I/O nets highlighted:
Drawn at 1 px/micron.
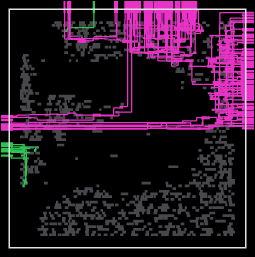
Metal 3:
Drawn at 2 px/micron. Cells faint in the background.
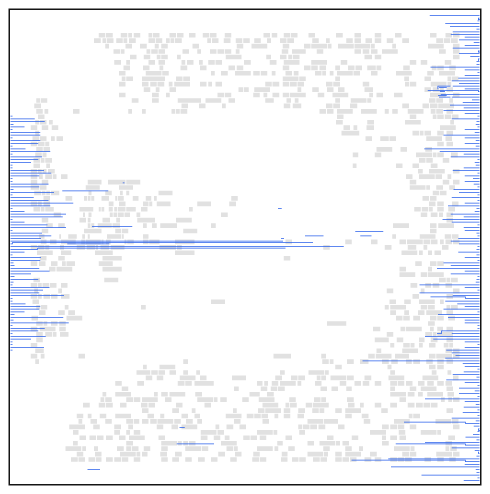
Clock wires, drivers and flops:
Drawn at 1.5 px/micron.
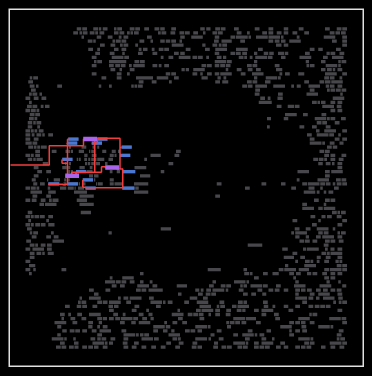
Routing congestion map:
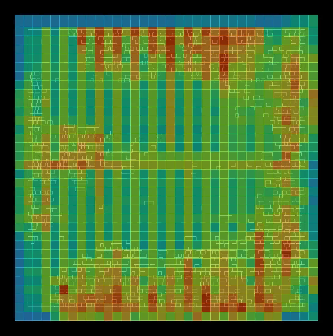
==> config.mk <==
export PLATFORM = sky130hd
export DESIGN_NAME = hash_arbiter_flat
export DESIGN_NICKNAME = d
export VERILOG_FILES = /design/src/rtl/hash_arbiter_if.sv /design/src/rtl/hash_arbiter.sv /design/src/flat_wrapper.sv
export SDC_FILE = /design/constraint.sdc
export NUM_CORES = 1
export LEC_CHECK = 0
export CAP_MARGIN = 20
export CORE_AREA = 10 10 225 227
export DETAILED_ROUTE_END_ITERATION = 7
export DIE_AREA = 0 0 235 237
export PLACE_DENSITY = 0.4
export SETUP_SLACK_MARGIN = 0.1
export SLEW_MARGIN = 30
export SYNTH_ARGS = -nofsm -noshare
export SYNTH_HDL_FRONTEND = slang
export SYNTH_SLANG_ARGS = --single-unit
==> constraint.sdc <==
create_clock -name i_clk -period 2.7 [get_ports i_clk]
set_clock_uncertainty 0.05 [all_clocks]
set_input_delay 0.405 -clock i_clk [delete_from_list [all_inputs] [get_ports i_clk]]
set_output_delay 0.405 -clock i_clk [all_outputs]
set_load 0.005 [all_outputs]
==> src/rtl/hash_arbiter_if.sv <==
// Hash-side bus between hash_arbiter (master) and the shared hash_mem_interface (slave).
interface hash_arbiter_if #(
    parameter int IO_WIDTH   = 32,
    parameter int ADDR_WIDTH = 8
);
    logic                  start;
    logic                  force_done;
    logic [IO_WIDTH-1:0]   data_in;
    logic [31:0]           input_length;
    logic [31:0]           output_length;
    logic                  data_out_ready;
    logic [ADDR_WIDTH-1:0] addr;
    logic                  rd_en;
    logic [IO_WIDTH-1:0]   data_out;
    logic                  data_out_valid;
    logic                  force_done_ack;

    modport master (
        output start, force_done, data_in, input_length, output_length, data_out_ready,
        input  addr, rd_en, data_out, data_out_valid, force_done_ack
    );

    modport slave (
        input  start, force_done, data_in, input_length, output_length, data_out_ready,
        output addr, rd_en, data_out, data_out_valid, force_done_ack
    );
endinterface

==> src/rtl/hash_arbiter.sv <==
// Shares one hash core among N_REQ requesters, one job per grant, held until force-done ack.
// Build option HASH_ARB_FIXED_PRIO_EN: lowest pending index wins instead of round-robin.
module hash_arbiter #(
    parameter int N_REQ      = 4,
    parameter int IO_WIDTH   = 32,
    parameter int ADDR_WIDTH = 8
) (
    input  logic                      i_clk,
    input  logic                      i_rst_n,
    input  logic [N_REQ-1:0]          i_req_start,
    input  logic [N_REQ*IO_WIDTH-1:0] i_req_data_in,
    input  logic [N_REQ*32-1:0]       i_req_input_length,
    input  logic [N_REQ*32-1:0]       i_req_output_length,
    input  logic [N_REQ-1:0]          i_req_data_out_ready,
    input  logic [N_REQ-1:0]          i_req_force_done,
    output logic [ADDR_WIDTH-1:0]     o_req_addr,
    output logic [N_REQ-1:0]          o_req_rd_en,
    output logic [IO_WIDTH-1:0]       o_req_data_out,
    output logic [N_REQ-1:0]          o_req_data_out_valid,
    output logic [N_REQ-1:0]          o_req_force_done_ack,
    output logic [N_REQ-1:0]          o_req_grant,
    hash_arbiter_if.master            hash_if
);

    localparam int IDX_W = (N_REQ > 1) ? $clog2(N_REQ) : 1;

    typedef enum logic [1:0] {
        ST_IDLE    = 2'd0,
        ST_START   = 2'd1,
        ST_BUSY    = 2'd2,
        ST_RELEASE = 2'd3
    } state_t;

    state_t             state_q, state_d;
    logic [N_REQ-1:0]   pend_q, pend_d;
    logic [N_REQ-1:0]   grant_q, grant_d;
    logic [IDX_W-1:0]   owner_q, owner_d;
    logic               win_found_s;
    logic [IDX_W-1:0]   win_idx_s;
    logic [N_REQ-1:0]   win_oh_s;
    logic               routed_s;
`ifndef HASH_ARB_FIXED_PRIO_EN
    logic [IDX_W-1:0]   last_q, last_d;
    logic [IDX_W:0]     cand_s;
`endif

    // Winner selection among pending requesters
    always_comb begin
        win_found_s = 1'b0;
        win_idx_s   = '0;
`ifdef HASH_ARB_FIXED_PRIO_EN
        for (int i = 0; i < N_REQ; i++) begin
            if (!win_found_s && pend_q[i]) begin
                win_found_s = 1'b1;
                win_idx_s   = IDX_W'(i);
            end else begin
                win_found_s = win_found_s;
            end
        end
`else
        cand_s = '0;
        // Search starts just after the previous owner and wraps modulo N_REQ
        for (int i = 1; i <= N_REQ; i++) begin
            cand_s = {1'b0, last_q} + (IDX_W+1)'(i);
            if (cand_s >= (IDX_W+1)'(N_REQ)) begin
                cand_s = cand_s - (IDX_W+1)'(N_REQ);
            end else begin
                cand_s = cand_s;
            end
            if (!win_found_s && pend_q[cand_s[IDX_W-1:0]]) begin
                win_found_s = 1'b1;
                win_idx_s   = cand_s[IDX_W-1:0];
            end else begin
                win_found_s = win_found_s;
            end
        end
`endif
        win_oh_s = {{(N_REQ-1){1'b0}}, 1'b1} << win_idx_s;
    end

    // FSM state register
    always_ff @(posedge i_clk) begin
        if (!i_rst_n) begin
            state_q <= ST_IDLE;
        end else begin
            state_q <= state_d;
        end
    end

    // FSM next-state logic
    always_comb begin
        state_d = state_q;
        case (state_q)
            ST_IDLE: begin
                if (win_found_s) begin
                    state_d = ST_START;
                end else begin
                    state_d = ST_IDLE;
                end
            end
            ST_START: state_d = ST_BUSY;
            ST_BUSY: begin
                if (hash_if.force_done_ack) begin
                    state_d = ST_RELEASE;
                end else begin
                    state_d = ST_BUSY;
                end
            end
            ST_RELEASE: state_d = ST_IDLE;
            default:    state_d = ST_IDLE;
        endcase
    end

    // Pending, grant and owner bookkeeping
    always_comb begin
        pend_d  = pend_q | i_req_start;
        grant_d = grant_q;
        owner_d = owner_q;
`ifndef HASH_ARB_FIXED_PRIO_EN
        last_d  = last_q;
`endif
        if ((state_q == ST_IDLE) && win_found_s) begin
            pend_d  = pend_d & ~win_oh_s;
            grant_d = win_oh_s;
            owner_d = win_idx_s;
        end else if (state_q == ST_RELEASE) begin
            grant_d = '0;
`ifndef HASH_ARB_FIXED_PRIO_EN
            last_d  = owner_q;
`endif
        end else begin
            grant_d = grant_q;
        end
    end

    // Arbitration registers
    always_ff @(posedge i_clk) begin
        if (!i_rst_n) begin
            pend_q  <= '0;
            grant_q <= '0;
            owner_q <= '0;
`ifndef HASH_ARB_FIXED_PRIO_EN
            last_q  <= IDX_W'(N_REQ - 1);
`endif
        end else begin
            pend_q  <= pend_d;
            grant_q <= grant_d;
            owner_q <= owner_d;
`ifndef HASH_ARB_FIXED_PRIO_EN
            last_q  <= last_d;
`endif
        end
    end

    assign o_req_grant = grant_q;

    // Routing between owner and hash core; everything is quiet outside START/BUSY
    always_comb begin
        routed_s               = (state_q == ST_START) || (state_q == ST_BUSY);
        hash_if.start          = 1'b0;
        hash_if.force_done     = 1'b0;
        hash_if.data_in        = '0;
        hash_if.input_length   = 32'd0;
        hash_if.output_length  = 32'd0;
        hash_if.data_out_ready = 1'b0;
        o_req_addr             = '0;
        o_req_data_out         = '0;
        o_req_rd_en            = '0;
        o_req_data_out_valid   = '0;
        o_req_force_done_ack   = '0;
        if (routed_s) begin
            hash_if.start          = (state_q == ST_START);
            hash_if.force_done     = i_req_force_done[owner_q];
            hash_if.data_in        = i_req_data_in[owner_q*IO_WIDTH +: IO_WIDTH];
            hash_if.input_length   = i_req_input_length[owner_q*32 +: 32];
            hash_if.output_length  = i_req_output_length[owner_q*32 +: 32];
            hash_if.data_out_ready = i_req_data_out_ready[owner_q];
            o_req_addr             = hash_if.addr;
            o_req_data_out         = hash_if.data_out;
            o_req_rd_en            = grant_q & {N_REQ{hash_if.rd_en}};
            o_req_data_out_valid   = grant_q & {N_REQ{hash_if.data_out_valid}};
            if (state_q == ST_BUSY) begin
                o_req_force_done_ack = grant_q & {N_REQ{hash_if.force_done_ack}};
            end else begin
                o_req_force_done_ack = '0;
            end
        end else begin
            o_req_force_done_ack = '0;
        end
    end

endmodule
==> src/flat_wrapper.sv <==
// flat-port wrapper written by rule: the top's interface ports become plain ports
module hash_arbiter_flat 
#(
    parameter int N_REQ      = 4,
    parameter int IO_WIDTH   = 32,
    parameter int ADDR_WIDTH = 8
)
  (i_clk, i_rst_n, i_req_start, i_req_data_in, i_req_input_length, i_req_output_length, i_req_data_out_ready, i_req_force_done, o_req_addr, o_req_rd_en, o_req_data_out, o_req_data_out_valid, o_req_force_done_ack, o_req_grant, hash_if_start, hash_if_force_done, hash_if_data_in, hash_if_input_length, hash_if_output_length, hash_if_data_out_ready, hash_if_addr, hash_if_rd_en, hash_if_data_out, hash_if_data_out_valid, hash_if_force_done_ack);
  hash_arbiter_if #(.IO_WIDTH(IO_WIDTH), .ADDR_WIDTH(ADDR_WIDTH)) hash_if_i ();
  input  logic i_clk;
  input  logic i_rst_n;
  input  logic [N_REQ-1:0] i_req_start;
  input  logic [N_REQ*IO_WIDTH-1:0] i_req_data_in;
  input  logic [N_REQ*32-1:0] i_req_input_length;
  input  logic [N_REQ*32-1:0] i_req_output_length;
  input  logic [N_REQ-1:0] i_req_data_out_ready;
  input  logic [N_REQ-1:0] i_req_force_done;
  output logic [ADDR_WIDTH-1:0] o_req_addr;
  output logic [N_REQ-1:0] o_req_rd_en;
  output logic [IO_WIDTH-1:0] o_req_data_out;
  output logic [N_REQ-1:0] o_req_data_out_valid;
  output logic [N_REQ-1:0] o_req_force_done_ack;
  output logic [N_REQ-1:0] o_req_grant;
  output wire logic [$bits(hash_if_i.start)-1:0] hash_if_start;
  output wire logic [$bits(hash_if_i.force_done)-1:0] hash_if_force_done;
  output wire logic [$bits(hash_if_i.data_in)-1:0] hash_if_data_in;
  output wire logic [$bits(hash_if_i.input_length)-1:0] hash_if_input_length;
  output wire logic [$bits(hash_if_i.output_length)-1:0] hash_if_output_length;
  output wire logic [$bits(hash_if_i.data_out_ready)-1:0] hash_if_data_out_ready;
  input wire logic [$bits(hash_if_i.addr)-1:0] hash_if_addr;
  input wire logic [$bits(hash_if_i.rd_en)-1:0] hash_if_rd_en;
  input wire logic [$bits(hash_if_i.data_out)-1:0] hash_if_data_out;
  input wire logic [$bits(hash_if_i.data_out_valid)-1:0] hash_if_data_out_valid;
  input wire logic [$bits(hash_if_i.force_done_ack)-1:0] hash_if_force_done_ack;
  assign hash_if_start = hash_if_i.start;
  assign hash_if_force_done = hash_if_i.force_done;
  assign hash_if_data_in = hash_if_i.data_in;
  assign hash_if_input_length = hash_if_i.input_length;
  assign hash_if_output_length = hash_if_i.output_length;
  assign hash_if_data_out_ready = hash_if_i.data_out_ready;
  assign hash_if_i.addr = hash_if_addr;
  assign hash_if_i.rd_en = hash_if_rd_en;
  assign hash_if_i.data_out = hash_if_data_out;
  assign hash_if_i.data_out_valid = hash_if_data_out_valid;
  assign hash_if_i.force_done_ack = hash_if_force_done_ack;
  hash_arbiter #(.N_REQ(N_REQ), .IO_WIDTH(IO_WIDTH), .ADDR_WIDTH(ADDR_WIDTH)) u_core (.i_clk(i_clk), .i_rst_n(i_rst_n), .i_req_start(i_req_start), .i_req_data_in(i_req_data_in), .i_req_input_length(i_req_input_length), .i_req_output_length(i_req_output_length), .i_req_data_out_ready(i_req_data_out_ready), .i_req_force_done(i_req_force_done), .o_req_addr(o_req_addr), .o_req_rd_en(o_req_rd_en), .o_req_data_out(o_req_data_out), .o_req_data_out_valid(o_req_data_out_valid), .o_req_force_done_ack(o_req_force_done_ack), .o_req_grant(o_req_grant), .hash_if(hash_if_i));
endmodule
==> flow_summary.yaml <==
# yosys + openroad results
run_status:
  outcome: "finished, final reports clean"
floorplan:
  chipArea_sq_um: 55700
  boundaryPins: 596
  fp_util_pct: 8.87
run:
  warnings: 32
finish:
  buf_share_pct: 59.2
  clk_share_pct: 0.680
  nets: 1434
  area_delta_synth_final_pct: 183
clock_tree:
  post_cts_buffers: 3
  clk_latency_ps: 250
  ctsHoldBuffers: 0
  cts-resized-gates: 41
  root_buffer: "clkbuf_16"
setup_path:
  cp_cell_sequence: "buf_16, buf_4, mux4_2, and2_1, clkdlybuf4s50_1"
  crit_cells: 5
  slowest_stage: "mux4_2"
  worstSetupEndpointType: "output port"
  slowest_delay_ps: 550
  rr_endpoint: "u_core.owner_q[0]"
  path_delay_family: "buffers and inverters"
yosys:
  top_area_share_pct: 53.9
  synthTopCellsByArea: "mux4_2 (54%), and2_1 (22%), dfxtp_1 (6.8%)"
  ys_cells: 359
  ys_seq_share_pct: 6.85
  netlist_area_sq_um: 4090
power_and_ir_drop:
  p_clk_w: 0.000284
  pwr-share-seq_pct: 4.7
  peakVddDrop_mv: 0.304
  p_sw_share_pct: 35.4
  power_sequential_w: 0.000348
  power_density_nw_per_um2: 633
detailed_routing:
  vias: 5712
  wl_microns: 38200
place:
  portBuffers: 595
timing:
  finalSetupViolCount: 0
  rsz0062_at_grt: "true"
  max_slew_margin_pct: 58.3
min_path:
  min_to: "u_core.last_q[1]"
About 'I/O nets highlighted':
| port | colour | bits | direction | edge | end cells | wire |
|---|---|---|---|---|---|---|
| i_req_data_in | magenta | 128 | input | 64 north, 56 east, 8 west | 32 | 7,360 microns |
| o_req_addr | green | 8 | output | 7 west, 1 north | 8 | 271 microns |

About 'metal 3':
longest straight run: 166 microns
nets with wire on the layer: 269

About 'clock wires, drivers and flops':
[clock-net drivers] purple | count: 3
[clock wires] red | length: 271 microns
[flip-flops] blue | count: 14
flops lie: west
routed clock nets: 4

About 'routing congestion map':
drt wl/cell: 23.9 microns
M1 GR Usage: 14.6%
fin util: 25.1%
GRT Total Usage: 12.6%

No activity file was given, so power comes from the tool's default toggle rates.
